$ cat src/rtl/dm_access_ctrl.sv
`default_nettype none
// ============================================================================
// Module      : dm_access_ctrl
// Description : Memory-stage data-access sequencer. Turns each load/store into
//               one request/acknowledge transaction on the data-memory bus,
//               stalls the pipeline until it completes, aligns store lanes,
//               extends load data and reports misalignment and bus timeouts.
// Revision    : 1.0 - initial release
// ============================================================================
module dm_access_ctrl #(
    parameter int TIMEOUT = 16
) (
    input  logic        clk,
    input  logic        reset,
    input  logic        mem_write,
    input  logic        mem_read,
    input  logic [1:0]  be_op,
    input  logic [2:0]  me_op,
    input  logic [31:0] addr,
    input  logic [31:0] wdata,
    input  logic        flush,
    output logic        stall,
    output logic [31:0] rdata,
    output logic        rdata_valid,
    output logic        exc_adel,
    output logic        exc_ades,
    output logic        exc_buserr,
    output logic        bus_req,
    output logic        bus_we,
    output logic [31:0] bus_addr,
    output logic [3:0]  bus_be,
    output logic [31:0] bus_wdata,
    input  logic [31:0] bus_rdata,
    input  logic        bus_ack
);

    localparam int              c_CW      = $clog2(TIMEOUT);
    localparam logic [c_CW-1:0] c_CNT_MAX = c_CW'(TIMEOUT - 1);

    localparam logic [1:0] S_IDLE = 2'd0;
    localparam logic [1:0] S_WAIT = 2'd1;
    localparam logic [1:0] S_DONE = 2'd2;

    logic [1:0]      r_state;
    logic [c_CW-1:0] r_cnt;
    logic [2:0]      r_ld_op;
    logic [1:0]      r_sel;

    logic        w_idle;
    logic        w_wr;
    logic        w_rd;
    logic        w_st_mis;
    logic        w_ld_half;
    logic        w_ld_word;
    logic        w_ld_mis;
    logic        w_start;
    logic [3:0]  w_be;
    logic [31:0] w_wdata;
    logic [7:0]  w_byte;
    logic [15:0] w_half;
    logic [31:0] w_ld_data;

    // Access decode; a store wins when both qualifiers are present
    assign w_idle    = (r_state == S_IDLE);
    assign w_wr      = mem_write & (be_op != 2'b00);
    assign w_rd      = mem_read & (me_op != 3'b000) & ~w_wr;
    assign w_st_mis  = ((be_op == 2'b10) & addr[0]) |
                       ((be_op == 2'b11) & (addr[1:0] != 2'b00));
    assign w_ld_half = (me_op == 3'b011) | (me_op == 3'b100);
    assign w_ld_word = me_op[2] & (me_op[1] | me_op[0]);
    assign w_ld_mis  = (w_ld_half & addr[0]) |
                       (w_ld_word & (addr[1:0] != 2'b00));
    assign w_start   = w_idle & ~flush &
                       ((w_wr & ~w_st_mis) | (w_rd & ~w_ld_mis));

    assign exc_ades  = ~reset & w_idle & w_wr & w_st_mis;
    assign exc_adel  = ~reset & w_idle & w_rd & w_ld_mis;
    assign stall     = ~reset & (w_start | (r_state == S_WAIT));

    // Store lane placement: replicate the source so every enabled lane is right
    always_comb begin
        w_be    = 4'b0000;
        w_wdata = wdata;
        case (be_op)
            2'b01: begin
                w_be    = 4'b0001 << addr[1:0];
                w_wdata = {4{wdata[7:0]}};
            end
            2'b10: begin
                w_be    = addr[1] ? 4'b1100 : 4'b0011;
                w_wdata = {2{wdata[15:0]}};
            end
            2'b11: begin
                w_be    = 4'b1111;
                w_wdata = wdata;
            end
            default: begin
                w_be    = 4'b0000;
                w_wdata = wdata;
            end
        endcase
    end

    // Load extraction from the latched lane offset and load type
    always_comb begin
        case (r_sel)
            2'd0:    w_byte = bus_rdata[7:0];
            2'd1:    w_byte = bus_rdata[15:8];
            2'd2:    w_byte = bus_rdata[23:16];
            default: w_byte = bus_rdata[31:24];
        endcase
        w_half = r_sel[1] ? bus_rdata[31:16] : bus_rdata[15:0];
        case (r_ld_op)
            3'b001:  w_ld_data = {{24{w_byte[7]}}, w_byte};
            3'b010:  w_ld_data = {24'd0, w_byte};
            3'b011:  w_ld_data = {{16{w_half[15]}}, w_half};
            3'b100:  w_ld_data = {16'd0, w_half};
            default: w_ld_data = bus_rdata;
        endcase
    end

    // Transaction sequencer: IDLE -> WAIT (until ack or timeout) -> DONE -> IDLE
    always_ff @(posedge clk) begin
        if (reset) begin
            r_state     <= S_IDLE;
            r_cnt       <= '0;
            r_ld_op     <= 3'b000;
            r_sel       <= 2'b00;
            bus_req     <= 1'b0;
            bus_we      <= 1'b0;
            bus_addr    <= 32'd0;
            bus_be      <= 4'b0000;
            bus_wdata   <= 32'd0;
            rdata       <= 32'd0;
            rdata_valid <= 1'b0;
            exc_buserr  <= 1'b0;
        end else begin
            case (r_state)
                S_IDLE: begin
                    rdata_valid <= 1'b0;
                    exc_buserr  <= 1'b0;
                    if (w_start) begin
                        bus_addr  <= {addr[31:2], 2'b00};
                        bus_we    <= w_wr;
                        bus_be    <= w_be;
                        bus_wdata <= w_wdata;
                        r_ld_op   <= me_op;
                        r_sel     <= addr[1:0];
                        bus_req   <= 1'b1;
                        r_cnt     <= '0;
                        r_state   <= S_WAIT;
                    end
                end
                S_WAIT: begin
                    if (bus_ack) begin
                        bus_req <= 1'b0;
                        if (!bus_we) begin
                            rdata       <= w_ld_data;
                            rdata_valid <= 1'b1;
                        end
                        r_state <= S_DONE;
                    end else if (r_cnt == c_CNT_MAX) begin
                        bus_req    <= 1'b0;
                        exc_buserr <= 1'b1;
                        rdata      <= 32'd0;
                        r_state    <= S_DONE;
                    end else begin
                        r_cnt <= r_cnt + 1'b1;
                    end
                end
                S_DONE: begin
                    rdata_valid <= 1'b0;
                    exc_buserr  <= 1'b0;
                    r_state     <= S_IDLE;
                end
                default: begin
                    bus_req <= 1'b0;
                    r_state <= S_IDLE;
                end
            endcase
        end
    end

endmodule
`default_nettype wire
$ cat config.mk
export PLATFORM = sky130hd
export DESIGN_NAME = dm_access_ctrl
export DESIGN_NICKNAME = d
export VERILOG_FILES = /design/src/rtl/dm_access_ctrl.sv
export SDC_FILE = /design/constraint.sdc
export NUM_CORES = 1
export LEC_CHECK = 0
export ABC_AREA = 1
export CORE_ASPECT_RATIO = 0.7
export CORE_MARGIN = 1
export CORE_UTILIZATION = 44
export DETAILED_ROUTE_END_ITERATION = 6
export PLACE_DENSITY = 0.84
export SYNTH_ARGS = -nofsm -noshare
export SYNTH_HDL_FRONTEND = slang
export SYNTH_SLANG_ARGS = --single-unit
export TNS_END_PERCENT = 20
$ cat constraint.sdc
create_clock -name clk -period 2 [get_ports clk]
set_input_delay 0.3 -clock clk [delete_from_list [all_inputs] [get_ports clk]]
set_output_delay 0.3 -clock clk [all_outputs]
set_load 0.02 [all_outputs]
registers.png
Scale bar: 50 um. Other sequential cells in the stronger gray, the rest of the logic in the fainter gray.
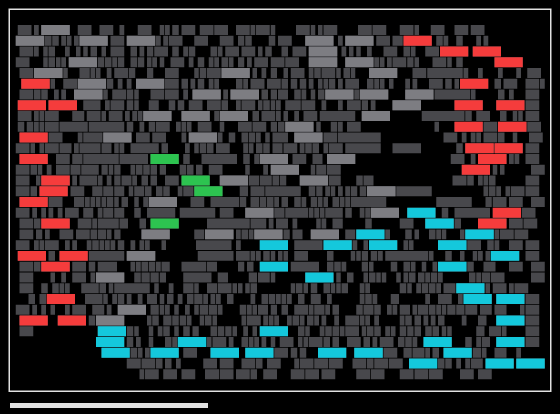
[bus_addr] red | placed flops: 30
[bus_be] green | placed flops: 4
[rdata] cyan | placed flops: 32
not colored: 47
seq pwr: 2.48 mW
Final Util: 0.716
flip-flop and latch area: 0.00226 sq mm
sequential cell area share: 0.263

cell_classes.png
Fill, decap, tap and diode cells in gray.
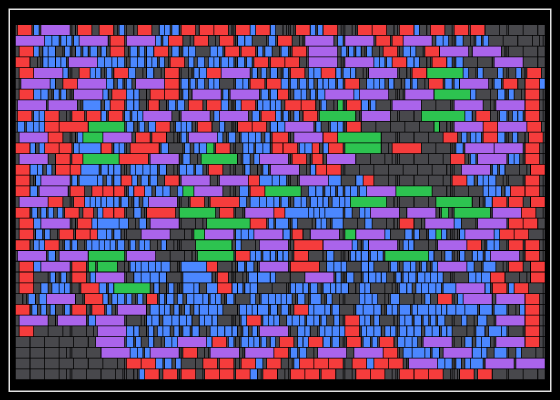
[clock drivers and dummy loads] green | cells: 32 | share of their area: 7.4%
[flip-flops] purple | cells: 113 | share of their area: 27%
[all other logic] blue | cells: 667 | share of their area: 36%
[other buffers and delay cells] red | cells: 246 | share of their area: 29%
Placement Rows: 33
fin area: 0.00860 sq mm
core area: 0.0120 sq mm

==> reports/metrics.cfg <==
[timing]
holdWs_ns = 0.254
fmax_ghz = 0.515
hold_viol = 0
period_minus_slack_ns = 1.94
setup_viol_count_final = 0
setup_ws_ns = 0.0568
finalMaxSlewViolations = 0
finalCritPeriodShare = 0.972
worst_pin_slew_ns = 0.675
skew_ns = 0.0132
rsz0062_at_grt = yes
setup_tns_ns = 0

[detailed_routing]
dr_wl_met3_um = 1680
drc = 0
drt-met1-wl_um = 7780
drt_iter0_markers = 452
routed.top_layer = met4
drt-vias-per-instance = 5.00
wl_per_cell_um = 14.1
drtAntennaViolNets = 0
detail_route.first_pass.iterations = 5
wl_met2_um = 7520

[final_layout]
largest_cell_class = logic gates
area_growth_pct = 54.4
logic_gates = 594
buffers = 246
reg_top3 = bus_wdata (32), rdata (32), bus_addr (30)
fillers = 1009
layout.nonclk_buf_frac = 0.287
fin_cells = 1215
inverters = 73
n_antenna_cell = 0
area.combinational_sq_mm = 0.00278
seq_cell_count = 113
clkCellAreaFrac = 0.0723
final_cell_mix = nand2_1 (203), clkdlybuf4s50_1 (202), dfxtp_1 (113)
nets = 1157
layout_top_cell = nand2_1

[setup_path]
cp-start-kind = input pin
path_class = in -> out
r2r_end = rdata[19]$_SDFFE_PP0P_
path_cells = dlygate4sd2_1 > inv_1 > ha_2 > inv_2 > nand2_2 > nand2_1 > nor2_1 > nand3_1 > nand2_2 > nand2_2 > a21oi_2 > buf_6
slowest_stage = dlygate4sd2_1
cp-end-kind = output pin
crit_family = buffers and inverters
cp.depth = 12
path_common_cell = nand2_2
path_max_fanout = 3
r2r_cells = 8
r2r_start = r_ld_op[2]$_SDFFE_PP0P_
reg2reg_slack_ns = 0.20
crit_buf_inv = 4
critPathRequiredTime_ns = 1.70
crit_end = stall
max_stage_delay_ns = 0.26

[cts]
cts_tree = yes
cts.hold.buffers_added = 0
cts_inserted_buffers = 17
htree_levels = 4
insertion_delay_ns = 0.40
clk_pin_slew_ns = 0.05
cts.root.buffer_cell = clkbuf_16
clock-sinks = 113
postCtsSetupBuffers = 1
cts-resized-gates = 23

[global_route]
globalRouteOverflowTotal = 0
grt_pass1_vias = 5362
grt_antenna_before_repair = 0
use_met2 = 0.393
gr-max-usage-layer = met2
grt_max_degree = 61
grtUsageMet3 = 0.0848

[placement]
io_buffers = 211
dp_hpwl_um = 12500
pre_cts_ws_ns = -0.657
dp.cells = 1182
placed_area_sq_mm = 0.00796
gp_congestion = 0.941

[pwr]
swShare = 0.272
p_sw_mw = 1.96
power.total_mw = 7.20
power.density_mw_per_mm2 = 837
maxPowerGroup = the clock network
comb_power_share = 0.217
pg_clk_mw = 3.16
pg_comb_mw = 1.56
p_int_mw = 5.24
pwr-share-clk = 0.440
p_seq_frac = 0.344

[yosys]
async_reset_ff_frac = 0
syn_area_per_cell_sq_um = 6.70
yosys_area_sq_mm = 0.00557
logic_family = simple AND/OR/NAND/NOR gates
yosys_register_bits = 113
top_cells_by_count = nand2_1 (206), dfxtp_1 (113), nor2_1 (102)
aoi_share = 0.192
yosys-top-cells-area = dfxtp_1 (41%), nand2_1 (14%), a21oi_1 (7.5%)
netlist.area_leader.share = 0.406
ys_cells = 832
most_common_cell = nand2_1
edf_count = 0
ys_sh_mux = 0
syn_inst = 832
ys_sh_simple = 0.288
ff_type = dfxtp_1
ys_sh_xor = 0.00157
synth_cell_types = 31

[hold_path]
hold_path_end = r_ld_op[0]$_SDFFE_PP0P_
hold_path_depth = 3
worstHoldStart = me_op[0]
min_path_type = in -> reg

[die]
nWellTaps = 157
fp_util = 0.464
io_pins = 214
die-area_sq_mm = 0.0131

[flow_run]
maxCapViolations = 0
warnings = 30

[status]
status = finished, final reports clean

metal_stack.png
Scale bar: 50 um. Only two layers are drawn.
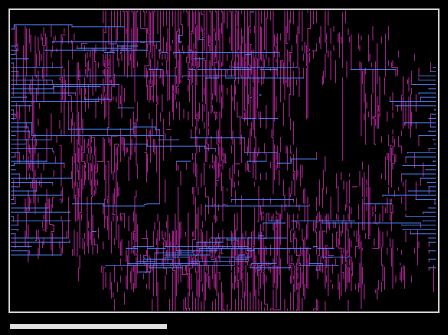
[met2] magenta | wire length: 7520 um
[met3] blue | wire length: 1680 um
Via Count: 6070
WL final: 17200 um
All-Layer GR Usage: 0.260

Power is estimated from default activity; no workload was simulated.
